<file path="src/rtl/stereo_ms.sv">
// Mid/side to left/right stereo reconstruction over one granule held in two dual-port RAMs.
// Define STEREO_MS_SATURATE_EN to clamp out-of-range results instead of wrapping them.
module stereo_ms #(
  parameter int GRANULE_LEN = 576,
  parameter int DATA_W      = 18
) (
  input  logic              clk,
  input  logic              rst,
  output logic [9:0]        granule_ch0_read_addr,
  input  logic [DATA_W-1:0] granule_ch0_read_data,
  output logic              granule_ch0_write_enable,
  output logic [9:0]        granule_ch0_write_addr,
  output logic [DATA_W-1:0] granule_ch0_write_data,
  output logic [9:0]        granule_ch1_read_addr,
  input  logic [DATA_W-1:0] granule_ch1_read_data,
  output logic              granule_ch1_write_enable,
  output logic [9:0]        granule_ch1_write_addr,
  output logic [DATA_W-1:0] granule_ch1_write_data,
  input  logic [1:0]        header_mode,
  input  logic [1:0]        header_mode_extension,
  input  logic              stage_ready,
  output logic              stage_done
);

  typedef enum logic [1:0] {IDLE, RUN, DRAIN, DONE} state_e;

  localparam logic [9:0]        LAST_ADDR = 10'(GRANULE_LEN - 1);
  localparam int                SW        = DATA_W + 1;   // sum/difference width
  localparam int                PW        = SW + 18;      // full product width
  localparam int                RW        = PW - 17;      // width after the Q1.17 shift
  localparam logic signed [17:0] COEF     = 18'sd92682;   // 1/sqrt(2) in Q1.17

  state_e                   state_q, state_d;
  logic [9:0]               rd_addr_q, rd_addr_d;
  logic                     dv_q;
  logic [9:0]               dv_addr_q;
  logic                     wr_en_q;
  logic [9:0]               wr_addr_q;
  logic [DATA_W-1:0]        wr0_q, wr1_q;

  logic                     active;
  logic                     unused_ext0;
  logic signed [DATA_W-1:0] mid, side;
  logic signed [SW-1:0]     sum_w, diff_w;
  logic signed [PW-1:0]     rnd_l, rnd_r;
  logic signed [RW-1:0]     res_l, res_r;

  assign active      = (header_mode == 2'b01) && header_mode_extension[1];
  assign unused_ext0 = header_mode_extension[0];

  function automatic logic [DATA_W-1:0] reduce(input logic signed [RW-1:0] v);
`ifdef STEREO_MS_SATURATE_EN
    localparam logic signed [RW-1:0] MAX_V = RW'((2 ** (DATA_W - 1)) - 1);
    localparam logic signed [RW-1:0] MIN_V = RW'(-(2 ** (DATA_W - 1)));
    if (v > MAX_V)      return DATA_W'(MAX_V);
    else if (v < MIN_V) return DATA_W'(MIN_V);
    else                return DATA_W'(v);
`else
    return DATA_W'(v);
`endif
  endfunction

  // Rounded (M +/- S) * C / 2^17; arithmetic shift floors, the +2^16 bias makes it round-half-up.
  always_comb begin
    mid    = $signed(granule_ch0_read_data);
    side   = $signed(granule_ch1_read_data);
    sum_w  = SW'(mid) + SW'(side);
    diff_w = SW'(mid) - SW'(side);
    rnd_l  = PW'(sum_w)  * PW'(COEF) + PW'(65536);
    rnd_r  = PW'(diff_w) * PW'(COEF) + PW'(65536);
    res_l  = RW'(rnd_l >>> 17);
    res_r  = RW'(rnd_r >>> 17);
  end

  // NOTE: every always_comb output gets a default first so no path can infer a latch.
  always_comb begin
    state_d   = state_q;
    rd_addr_d = rd_addr_q;
    unique case (state_q)
      IDLE: begin
        if (stage_ready) begin
          if (active) begin
            state_d   = RUN;
            rd_addr_d = '0;
          end else begin
            state_d   = DONE;
          end
        end
      end
      RUN: begin
        if (rd_addr_q == LAST_ADDR) state_d   = DRAIN;
        else                        rd_addr_d = rd_addr_q + 10'd1;
      end
      DRAIN: begin
        if (wr_en_q && (wr_addr_q == LAST_ADDR)) state_d = DONE;
      end
      DONE:    state_d = IDLE;
      default: state_d = IDLE;
    endcase
  end

  // NOTE: state is updated only with non-blocking assignments so all registers sample pre-edge values.
  always_ff @(posedge clk) begin
    if (!rst) begin
      state_q   <= IDLE;
      rd_addr_q <= '0;
      dv_q      <= 1'b0;
      dv_addr_q <= '0;
      wr_en_q   <= 1'b0;
      wr_addr_q <= '0;
      wr0_q     <= '0;
      wr1_q     <= '0;
    end else begin
      state_q   <= state_d;
      rd_addr_q <= rd_addr_d;
      dv_q      <= (state_q == RUN);
      dv_addr_q <= rd_addr_q;
      wr_en_q   <= dv_q;
      if (dv_q) begin
        wr_addr_q <= dv_addr_q;
        wr0_q     <= reduce(res_l);
        wr1_q     <= reduce(res_r);
      end
    end
  end

  assign granule_ch0_read_addr    = rd_addr_q;
  assign granule_ch1_read_addr    = rd_addr_q;
  assign granule_ch0_write_enable = wr_en_q;
  assign granule_ch1_write_enable = wr_en_q;
  assign granule_ch0_write_addr   = wr_addr_q;
  assign granule_ch1_write_addr   = wr_addr_q;
  assign granule_ch0_write_data   = wr0_q;
  assign granule_ch1_write_data   = wr1_q;
  assign stage_done               = (state_q == DONE);

endmodule
</file>
<file path="config.mk">
export PLATFORM = sky130hd
export DESIGN_NAME = stereo_ms
export DESIGN_NICKNAME = d
export VERILOG_FILES = /design/src/rtl/stereo_ms.sv
export SDC_FILE = /design/constraint.sdc
export NUM_CORES = 1
export LEC_CHECK = 0
export ABC_AREA = 1
export CAP_MARGIN = 20
export CORE_ASPECT_RATIO = 1.4
export CORE_MARGIN = 1
export CORE_UTILIZATION = 30
export CTS_BUF_LIST = sky130_fd_sc_hd__clkbuf_16
export CTS_CLUSTER_SIZE = 10
export DETAILED_ROUTE_END_ITERATION = 12
export PLACE_DENSITY = 0.55
export SYNTH_ARGS = -nofsm -noshare
export SYNTH_HDL_FRONTEND = slang
export SYNTH_SLANG_ARGS = --single-unit
</file>
<file path="constraint.sdc">
create_clock -name clk -period 8.57 [get_ports clk]
set_input_delay 2.571 -clock clk [delete_from_list [all_inputs] [get_ports clk]]
set_output_delay 2.571 -clock clk [all_outputs]
set_load 0.01 [all_outputs]
</file>
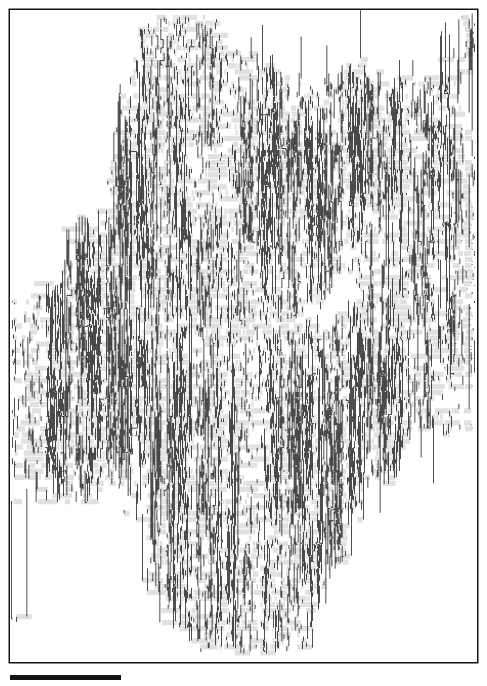
Fig. 1. The metal 2 layer (run 1).
Scale bar: 50 µm. Cells faint in the background.
nets with wire on the layer: 3,152
wire length on this layer: 29.2 mm
share of all routed wire: 53%
main direction: vertical
grt met2 use: 0.345
final WL: 55.2 mm
vias: 18,100

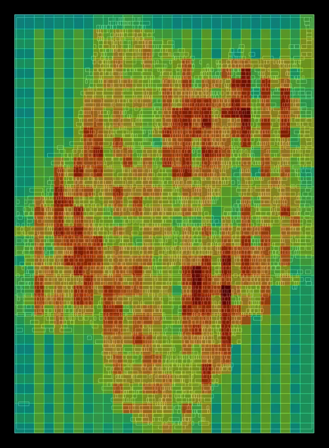
Fig. 2. Track usage over the die (run 1).
GRT Total Usage: 0.177
Routed WL per cell: 13.5 µm
Global Route met1 Usage: 0.211
Layout Utilization: 0.477
Global Route met3 Usage: 0.00620

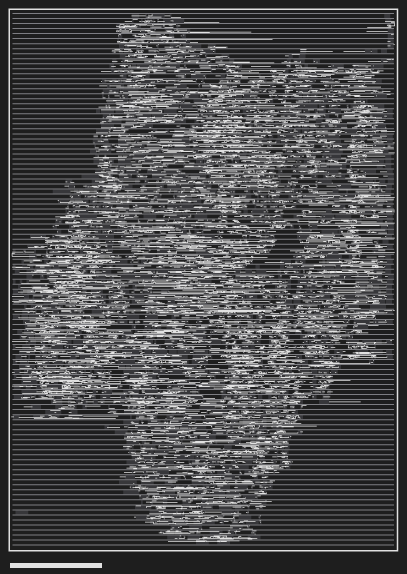
Fig. 3. The metal 1 layer (run 1).
Scale bar: 50 µm. Supply wires on this layer in grey. Cells faint in the background.
main direction: horizontal
wire length on this layer: 23.5 mm
nets with wire on the layer: 3,579
longest straight run: 60.7 µm

==> results.py, run 1 <==
# Flow results
metrics = {
    "final_timing": {
        "worst_slack_ps": -335,
        "setup_viol": 23,
    },
    "worst_setup_path": {
        "endpoint_kind": "flop",
        "path_max_fanout": 4,
        "crit_cells": 44,
        "reg2reg_to": "granule_ch0_read_addr[9]",
    },
    "outcome": {
        "failed_checks": "negative setup slack",
        "outcome": "finished with violations",
    },
    "min_path": {
        "hold_depth": 2,
    },
    "finish": {
        "regArea_um2": 1400,
        "layout_top_cell": "inv_1",
    },
    "placed_design": {
        "dpl_cell_area_um2": 24400,
    },
    "synth": {
        "aoi_share": 0.0604,
        "async_reset_ff_frac": 0,
        "largest_area_cell": "ha_1",
        "floorplan.nets": 3185,
        "synth.most_common_cell": "inv_1",
    },
    "routing": {
        "final_antenna_net_count": 0,
        "detail_route.vias_per_cell": 4.44,
    },
    "clocking": {
        "clockRootBuffer": "clkbuf_16",
    },
}
Fig. 4: run 1, sizing map
Scale bar: 50 µm.
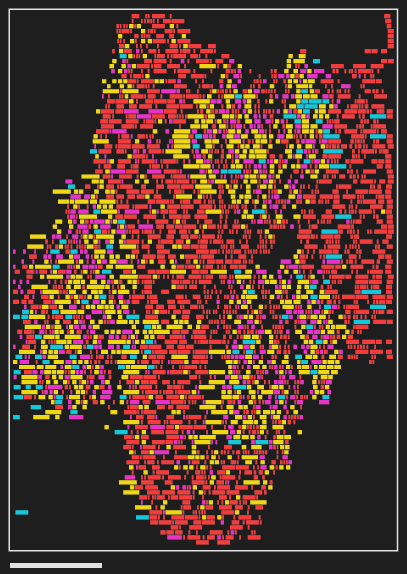

--- run 2 (diff from run 1) ---
--- a/config.mk
+++ b/config.mk
@@ -13,7 +13,7 @@
 export CTS_BUF_LIST = sky130_fd_sc_hd__clkbuf_16
 export CTS_CLUSTER_SIZE = 10
 export DETAILED_ROUTE_END_ITERATION = 12
-export PLACE_DENSITY = 0.55
+export PLACE_DENSITY = 0.53
 export SYNTH_ARGS = -nofsm -noshare
 export SYNTH_HDL_FRONTEND = slang
 export SYNTH_SLANG_ARGS = --single-unit
==> constraint.sdc (replaced) <==
create_clock -name clk -period 10.7 [get_ports clk]
set_input_delay 3.21 -clock clk [delete_from_list [all_inputs] [get_ports clk]]
set_output_delay 3.21 -clock clk [all_outputs]
set_load 0.01 [all_outputs]
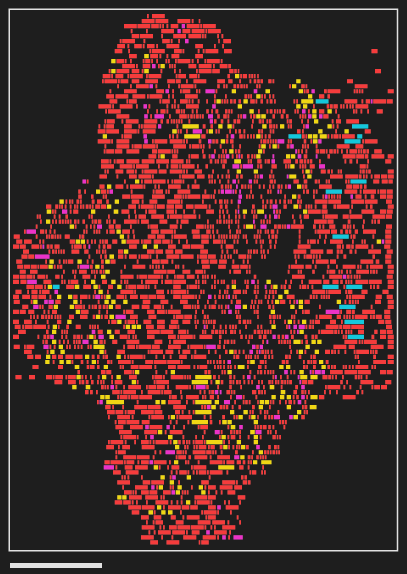
Fig. 5. Sizing map (run 2).
Scale bar: 50 µm.
legend:
  x2:
    colour: magenta
    cells: 150
    share: 5.0%
  x6 and larger:
    colour: cyan
    cells: 14
    share: 0.47%
  x1 and smaller:
    colour: red
    cells: 2,560
    share: 86%
  x3 and x4:
    colour: yellow
    cells: 251
    share: 8.4%
post-route cell area: 22,300 µm²
Area Overhead vs Synth: 23.1%

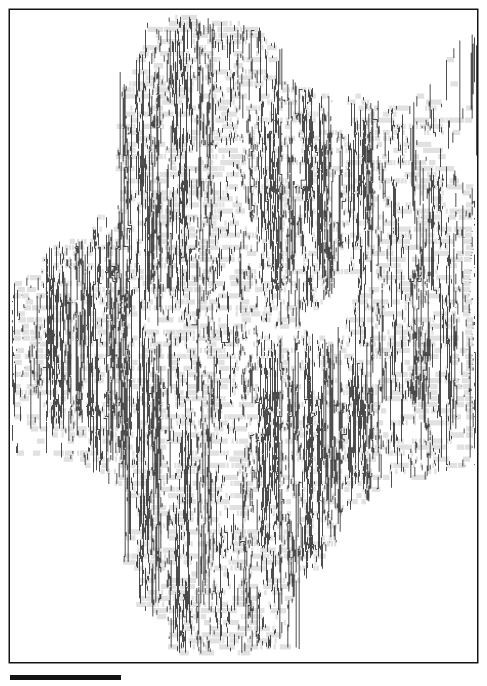
Fig. 6. The metal 2 layer (run 2).
Scale bar: 50 µm. Cells faint in the background.
nets with wire on the layer: 2,706
main direction: vertical
share of all routed wire: 51%
wire length on this layer: 25.3 mm
longest straight run: 86.4 µm
final WL: 49.6 mm
vias: 16,300
grt met2 use: 0.314

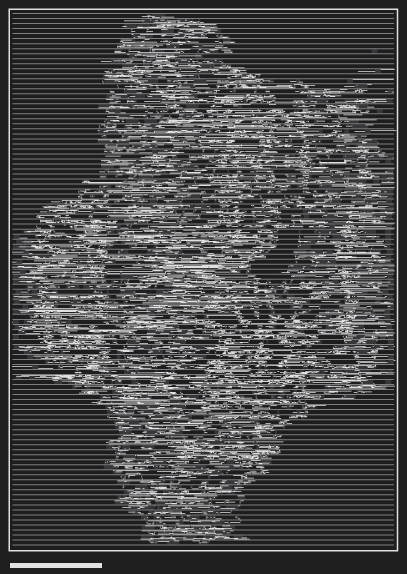
Fig. 7. The metal 1 layer (run 2).
Scale bar: 50 µm. Supply wires on this layer in grey. Cells faint in the background.
Global Route met1 Usage: 0.202

==> results.py, run 2 <==
# Flow results
metrics = {
    "outcome": {
        "outcome": "complete, no violations",
    },
    "final_timing": {
        "worst_slack_ps": 453,
        "slew_violations": 0,
    },
    "routing": {
        "m1WireLength_mm": 22.3,
        "drt_pass1_iterations": 5,
        "wl_per_cell_um": 13.3,
        "final_antenna_net_count": 0,
        "detail_route.vias_per_cell": 4.37,
    },
    "synth": {
        "floorplan.nets": 3185,
        "largest_area_cell": "ha_1",
        "async_reset_ff_frac": 0,
        "synthXorXnorAreaFrac": 0.0323,
        "synth.most_common_cell": "inv_1",
        "aoi_share": 0.0604,
        "yosys-top-cells-area": "ha_1 (20%), fa_1 (20%), inv_1 (14%)",
        "yosysTopAreaCellShare": 0.205,
        "ys_sh_simple": 0.256,
        "synthAdderAreaFrac": 0.408,
    },
    "global_routing": {
        "grt_usage": 0.165,
        "grt_pass1_wl_mm": 81.6,
        "grt_pass1_vias": 16500,
        "grt.busiest_layer": "met2",
        "grtUsageMet3": 0.00673,
    },
    "placed_design": {
        "dpl_cell_area_um2": 21700,
    },
    "clocking": {
        "clockRootBuffer": "clkbuf_16",
        "insertion_delay_ps": 330,
    },
    "finish": {
        "regArea_um2": 1400,
        "comb_area_frac": 0.630,
        "layout_top_cell": "inv_1",
        "utilization": 0.374,
        "buffer_area_frac": 0.130,
        "buffers_excl_clock": 346,
    },
    "worst_setup_path": {
        "path_max_fanout": 4,
        "critPathArrivalTime_ps": 10530,
        "r2r.worst_path.cells": 15,
        "path_buffers": 9,
        "endpoint_kind": "flop",
        "reg2reg_to": "granule_ch0_read_addr[9]",
        "crit_cells": 40,
    },
    "min_path": {
        "hold_depth": 2,
        "worstHoldPathType": "flop to flop",
    },
}
